Fig. 1: gate-type map
Scale bar: 20 um.
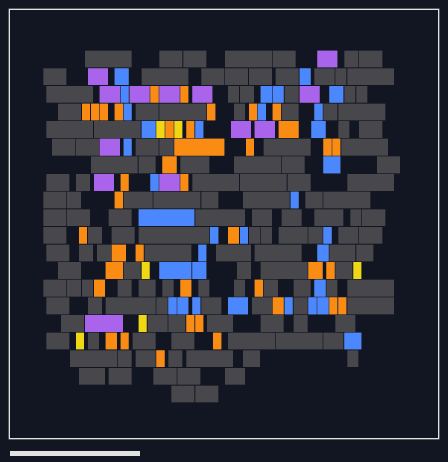
Fig. 2: met3 routing
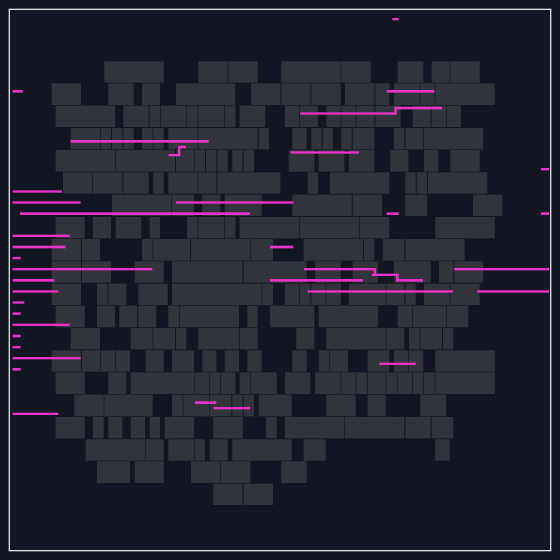
Fig. 3: clock wires, drivers and flops
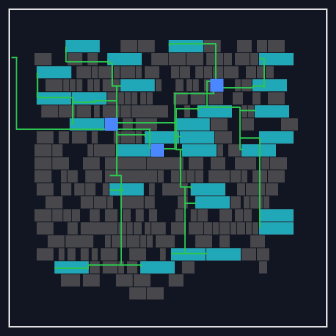
[src/rtl/core_sequencer.sv]
// Multi-cycle control sequencer: FETCH -> DECODE -> EXEC -> [MEM] -> WB, with halt/resume and watchdog.
// Latency: 4 cycles ALU/branch, 5 cycles load/store with zero-wait memory; each wait cycle adds one.
// Backpressure: memory req held until ack; a wait of TIMEOUT+1 cycles without ack locks into ERR.
module core_sequencer #(
  parameter int unsigned TIMEOUT = 15
) (
  input  logic        clk,
  input  logic        rst_n,
  input  logic        run,
  input  logic        halt_req,
  input  logic        dec_rf_we,
  input  logic        dec_ld,
  input  logic        dec_dmem_we,
  input  logic        dec_br,
  input  logic        imem_ack,
  input  logic        dmem_ack,
  output logic        imem_req,
  output logic        dmem_req,
  output logic        dmem_we,
  output logic        ir_we,
  output logic        fr_we,
  output logic        br_en,
  output logic        rf_we,
  output logic        pc_we,
  output logic        busy,
  output logic        halted,
  output logic        err,
  output logic [15:0] retired
);

  typedef enum logic [2:0] {
    S_IDLE,
    S_FETCH,
    S_DECODE,
    S_EXEC,
    S_MEM,
    S_WB,
    S_HALT,
    S_ERR
  } state_t;

  localparam logic [7:0] TIMEOUT_C = 8'(TIMEOUT);

  state_t      state_q;
  logic [7:0]  wait_q;
  logic        halt_pend_q;
  logic [15:0] retired_q;

  logic        mem_op;
  assign mem_op = dec_ld | dec_dmem_we;

  // State, watchdog counter, pending-halt flag and retirement counter.
  always_ff @(posedge clk) begin
    if (!rst_n) begin
      state_q     <= S_IDLE;
      wait_q      <= 8'd0;
      halt_pend_q <= 1'b0;
      retired_q   <= 16'd0;
    end else begin
      // A halt request is remembered until the next instruction boundary;
      // in IDLE it is meaningless and in HALT it only blocks the resume.
      if (halt_req && (state_q != S_IDLE) && (state_q != S_HALT)) begin
        halt_pend_q <= 1'b1;
      end
      case (state_q)
        S_IDLE: begin
          if (run) begin
            state_q <= S_FETCH;
            wait_q  <= 8'd0;
          end
        end
        S_FETCH: begin
          if (imem_ack) begin
            state_q <= S_DECODE;
          end else if (wait_q == TIMEOUT_C) begin
            state_q <= S_ERR;
          end else begin
            wait_q <= wait_q + 8'd1;
          end
        end
        S_DECODE: begin
          state_q <= S_EXEC;
        end
        S_EXEC: begin
          if (mem_op) begin
            state_q <= S_MEM;
            wait_q  <= 8'd0;
          end else begin
            state_q <= S_WB;
          end
        end
        S_MEM: begin
          if (dmem_ack) begin
            state_q <= S_WB;
          end else if (wait_q == TIMEOUT_C) begin
            state_q <= S_ERR;
          end else begin
            wait_q <= wait_q + 8'd1;
          end
        end
        S_WB: begin
          retired_q <= retired_q + 16'd1;
          if (halt_pend_q || halt_req) begin
            state_q <= S_HALT;
          end else begin
            state_q <= S_FETCH;
            wait_q  <= 8'd0;
          end
        end
        S_HALT: begin
          if (run && !halt_req) begin
            halt_pend_q <= 1'b0;
            state_q     <= S_FETCH;
            wait_q      <= 8'd0;
          end
        end
        S_ERR: begin
          state_q <= S_ERR;
        end
        default: begin
          state_q <= S_ERR;
        end
      endcase
    end
  end

  // Strobes and requests decoded from state and live inputs; suppressed while reset is asserted.
  always_comb begin
    imem_req = 1'b0;
    dmem_req = 1'b0;
    dmem_we  = 1'b0;
    ir_we    = 1'b0;
    fr_we    = 1'b0;
    br_en    = 1'b0;
    rf_we    = 1'b0;
    pc_we    = 1'b0;
    if (rst_n) begin
      case (state_q)
        S_FETCH: begin
          imem_req = 1'b1;
          ir_we    = imem_ack;
        end
        S_EXEC: begin
          fr_we = ~(dec_ld | dec_dmem_we | dec_br);
        end
        S_MEM: begin
          dmem_req = 1'b1;
          dmem_we  = dec_dmem_we;
        end
        S_WB: begin
          rf_we = dec_rf_we;
          pc_we = 1'b1;
          br_en = dec_br;
        end
        default: begin
          imem_req = 1'b0;
        end
      endcase
    end
  end

  // Status flags follow the state directly.
  always_comb begin
    busy   = (state_q != S_IDLE) && (state_q != S_HALT) && (state_q != S_ERR);
    halted = (state_q == S_HALT);
    err    = (state_q == S_ERR);
  end

  assign retired = retired_q;

endmodule

[config.mk]
export PLATFORM = sky130hd
export DESIGN_NAME = core_sequencer
export DESIGN_NICKNAME = d
export VERILOG_FILES = /design/src/rtl/core_sequencer.sv
export SDC_FILE = /design/constraint.sdc
export NUM_CORES = 1
export LEC_CHECK = 0
export ABC_AREA = 0
export CAP_MARGIN = 25
export CORE_MARGIN = 5
export CORE_UTILIZATION = 54
export CTS_CLUSTER_SIZE = 20
export DETAILED_ROUTE_END_ITERATION = 10
export PLACE_DENSITY = 0.83
export SLEW_MARGIN = 20
export SYNTH_ARGS = -nofsm -noshare
export SYNTH_HDL_FRONTEND = slang
export SYNTH_SLANG_ARGS = --single-unit
export TNS_END_PERCENT = 50
[constraint.sdc]
create_clock -name clk -period 4.18 [get_ports clk]
set_clock_uncertainty 0.2 [all_clocks]
set_input_delay 0.627 -clock clk [delete_from_list [all_inputs] [get_ports clk]]
set_output_delay 0.627 -clock clk [all_outputs]
set_load 0.02 [all_outputs]
==> run_summary.xml <==
<?xml version="1.0" encoding="UTF-8"?>
<metrics>
  <group name="routing">
    <metric name="drcViolationCount" unit="">0</metric>
    <metric name="drt.antenna.violating_nets" unit="">0</metric>
    <metric name="route.detailed.vias_per_inst" unit="">5.810</metric>
    <metric name="wl_per_cell" unit="um">15.07</metric>
    <metric name="top_signal_layer_used" unit="">met4</metric>
    <metric name="wirelength_met1" unit="um">1788</metric>
    <metric name="dr.pass1.iters" unit="">4</metric>
  </group>
  <group name="logic_synthesis">
    <metric name="synth.cell_area" unit="mm2">0.001697</metric>
    <metric name="ys_cells" unit="">199</metric>
    <metric name="ys_chip_area" unit="mm2">0.001697</metric>
    <metric name="avgSynthCellArea" unit="um2">8.526</metric>
    <metric name="postSynthCellCount" unit="">199</metric>
    <metric name="top_area_cell_type_share_of_the_netlist_area" unit="%">33.04</metric>
    <metric name="ys_ff" unit="">28</metric>
    <metric name="fraction_of_registers_with_async_set_reset" unit="%">0</metric>
    <metric name="syn_nets" unit="">211</metric>
    <metric name="yosysSeqAreaShare" unit="%">33.04</metric>
    <metric name="synthDominantAreaCellType" unit="">dfxtp_1</metric>
  </group>
  <group name="global_route">
    <metric name="antenna_found_initial" unit="">0</metric>
    <metric name="grt_max_degree" unit="">19</metric>
    <metric name="grt_util_all_layers" unit="%">19.96</metric>
    <metric name="grt.overflow.total" unit="">0</metric>
    <metric name="first_pass_grt_wire_length" unit="um">6768</metric>
  </group>
  <group name="final_timing">
    <metric name="maxSlewHeadroom" unit="%">59.81</metric>
    <metric name="tns" unit="ps">0</metric>
    <metric name="period_used_share" unit="%">76.21</metric>
    <metric name="timing.final.ws_setup" unit="ps">994.6</metric>
    <metric name="final_report_setup_violation_count" unit="">0</metric>
    <metric name="slew_violations" unit="">0</metric>
    <metric name="achievable-frequency" unit="MHz">313.9</metric>
    <metric name="rsz_0062_raised_after_global_routing" unit="">no</metric>
    <metric name="worst-slew-pin-transition" unit="ps">602.0</metric>
  </group>
  <group name="power">
    <metric name="static-leakage-power" unit="uW">0.0007622</metric>
    <metric name="pwr_density_cell" unit="mW/mm2">279.2</metric>
  </group>
  <group name="place">
    <metric name="port_bufs" unit="">36</metric>
    <metric name="gpl.final_weighted_congestion" unit="">0.8418</metric>
    <metric name="pre_cts_ws" unit="ps">1069</metric>
  </group>
  <group name="clock_tree">
    <metric name="cts.clk_slew.worst_paths" unit="ps">160</metric>
    <metric name="post_cts.resized_instances" unit="">0</metric>
    <metric name="ctsHtreeMaxLevel" unit="">1</metric>
    <metric name="clk_root_buffer_cell" unit="">clkbuf_4</metric>
    <metric name="cts.repair_timing.setup_buffer_count" unit="">0</metric>
  </group>
  <group name="setup_path">
    <metric name="rr_endpoint" unit="">wait_q[0]</metric>
    <metric name="crit_path_end_kind" unit="">output port</metric>
    <metric name="r2r_slack" unit="ps">1870</metric>
    <metric name="path_max_fanout" unit="">17</metric>
    <metric name="worst_flop_to_flop_path_startpoint" unit="">state_q[0]</metric>
  </group>
  <group name="outcome">
    <metric name="status" unit="">finished clean</metric>
  </group>
  <group name="min_path">
    <metric name="hold_class" unit="">reg -&gt; reg</metric>
    <metric name="hold-path-endpoint" unit="">wait_q[7]</metric>
    <metric name="hold_path_depth" unit="">2</metric>
  </group>
  <group name="floorplan">
    <metric name="pin_count" unit="">37</metric>
    <metric name="fp.dieH" unit="um">66.05</metric>
    <metric name="core_util_floorplan" unit="%">56.03</metric>
    <metric name="core.rowCount" unit="">20</metric>
  </group>
  <group name="flow_run">
    <metric name="drv.max_cap_violation_count" unit="">0</metric>
    <metric name="total_number_of_warnings_across_the_stage_logs" unit="">26</metric>
  </group>
  <group name="layout">
    <metric name="syn2layout_area_growth" unit="%">24.04</metric>
    <metric name="fin_nets" unit="">243</metric>
  </group>
</metrics>
Notes on Fig. 1 above:
legend:
  yellow:
    family: inverters
    cells: 6
  purple:
    family: XOR/XNOR gates
    cells: 13
  orange:
    family: NOR gates
    cells: 39
  blue:
    family: NAND gates
    cells: 33
most numerous logic cell after layout: clkdlybuf4s50_1
Layout Cells excl Fill: 274
share of the final layout cell area in multi-input gates: 48.99%

Notes on Fig. 2 above:
share of all routed wire: 6.1%
main direction: horizontal
vias: 1,592
final WL: 4128 um
met3 capacity usage during global routing: 5.612%

Notes on Fig. 3 above:
legend:
  green:
    item: clock wires
    length: 339 um
  cyan:
    item: flip-flops
    count: 28
  blue:
    item: cells driving clock nets
    count: 3
routed clock nets: 4

## per-stage QoR
stage                     utilization (%)  cell area (um2)
final                               69.50             2105
after global routing                69.50             2105
after CTS                           69.50             2105
after detailed placement            67.77             2052
after global placement              67.77             2052
after floorplan                         -             1697
## where the power goes
part	internal, uW	leakage (uW)	total [uW]	switching (uW)
sequential	272	0.000226	285	12.1
combinational	53.1	0.000508	122	68.5
clock	97.1	0.0000279	181	84.3
## cell type report
type	count	area [um2]	share of cell area [%]
clock buffers	3	22.52	1.070
clock inverters	1	30.03	1.427
inverters	6	22.52	1.070
multi-input cells	153	1031	48.99
flip-flops and latches	28	560.5	26.63
well taps	44	55.05	2.616
repair buffers	39	382.9	18.19
## how the worst max path moves through the flow
| stage | end | start | depth (start not counted) | slack [ps] |
|---|---|---|---|---|
| after global placement | ir_we | rst_n | 5 | 1100 |
| after floorplan | ir_we | rst_n | 4 | 1500 |
| after detailed placement | fr_we | dec_ld | 4 | 1070 |
| final | dmem_req | state_q[2] | 3 | 990 |
| after CTS | dmem_req | state_q[2] | 3 | 1000 |
| after global routing | dmem_req | state_q[2] | 3 | 790 |
## sequential cells by signal, summed over array words and instances (netlist names)
signal,flops
state_q,3
halt_pend_q,1
retired,16
wait_q,8
## logic make-up (layout without fill, tap and decap cells)
kind of cell    Yosys count  count (layout)  synth area share [%]
flops                    28              28                 33.04
xor+xnor                 13              13                 7.154
compound gates           42              42                 20.21
buf+inv                  18              49                 6.195
simple gates             95              95                 31.34
mux                       1               1                0.5900
fa+ha+maj                 2               2                 1.475
## layer usage
layer  track usage [%]  vias up
li1                  -      778
met1             24.63      757
met2             34.04       50
met3             5.612        7
met4             5.076        0
met5                 0        -
## worst max-delay path: stages, from the launching register on
cell             delay, ps
dfxtp_1                740
nand2b_1               350
nor3_1                 280
clkdlybuf4s50_1        650
Power figures rest on the tool's default switching activity, not on a simulated workload.
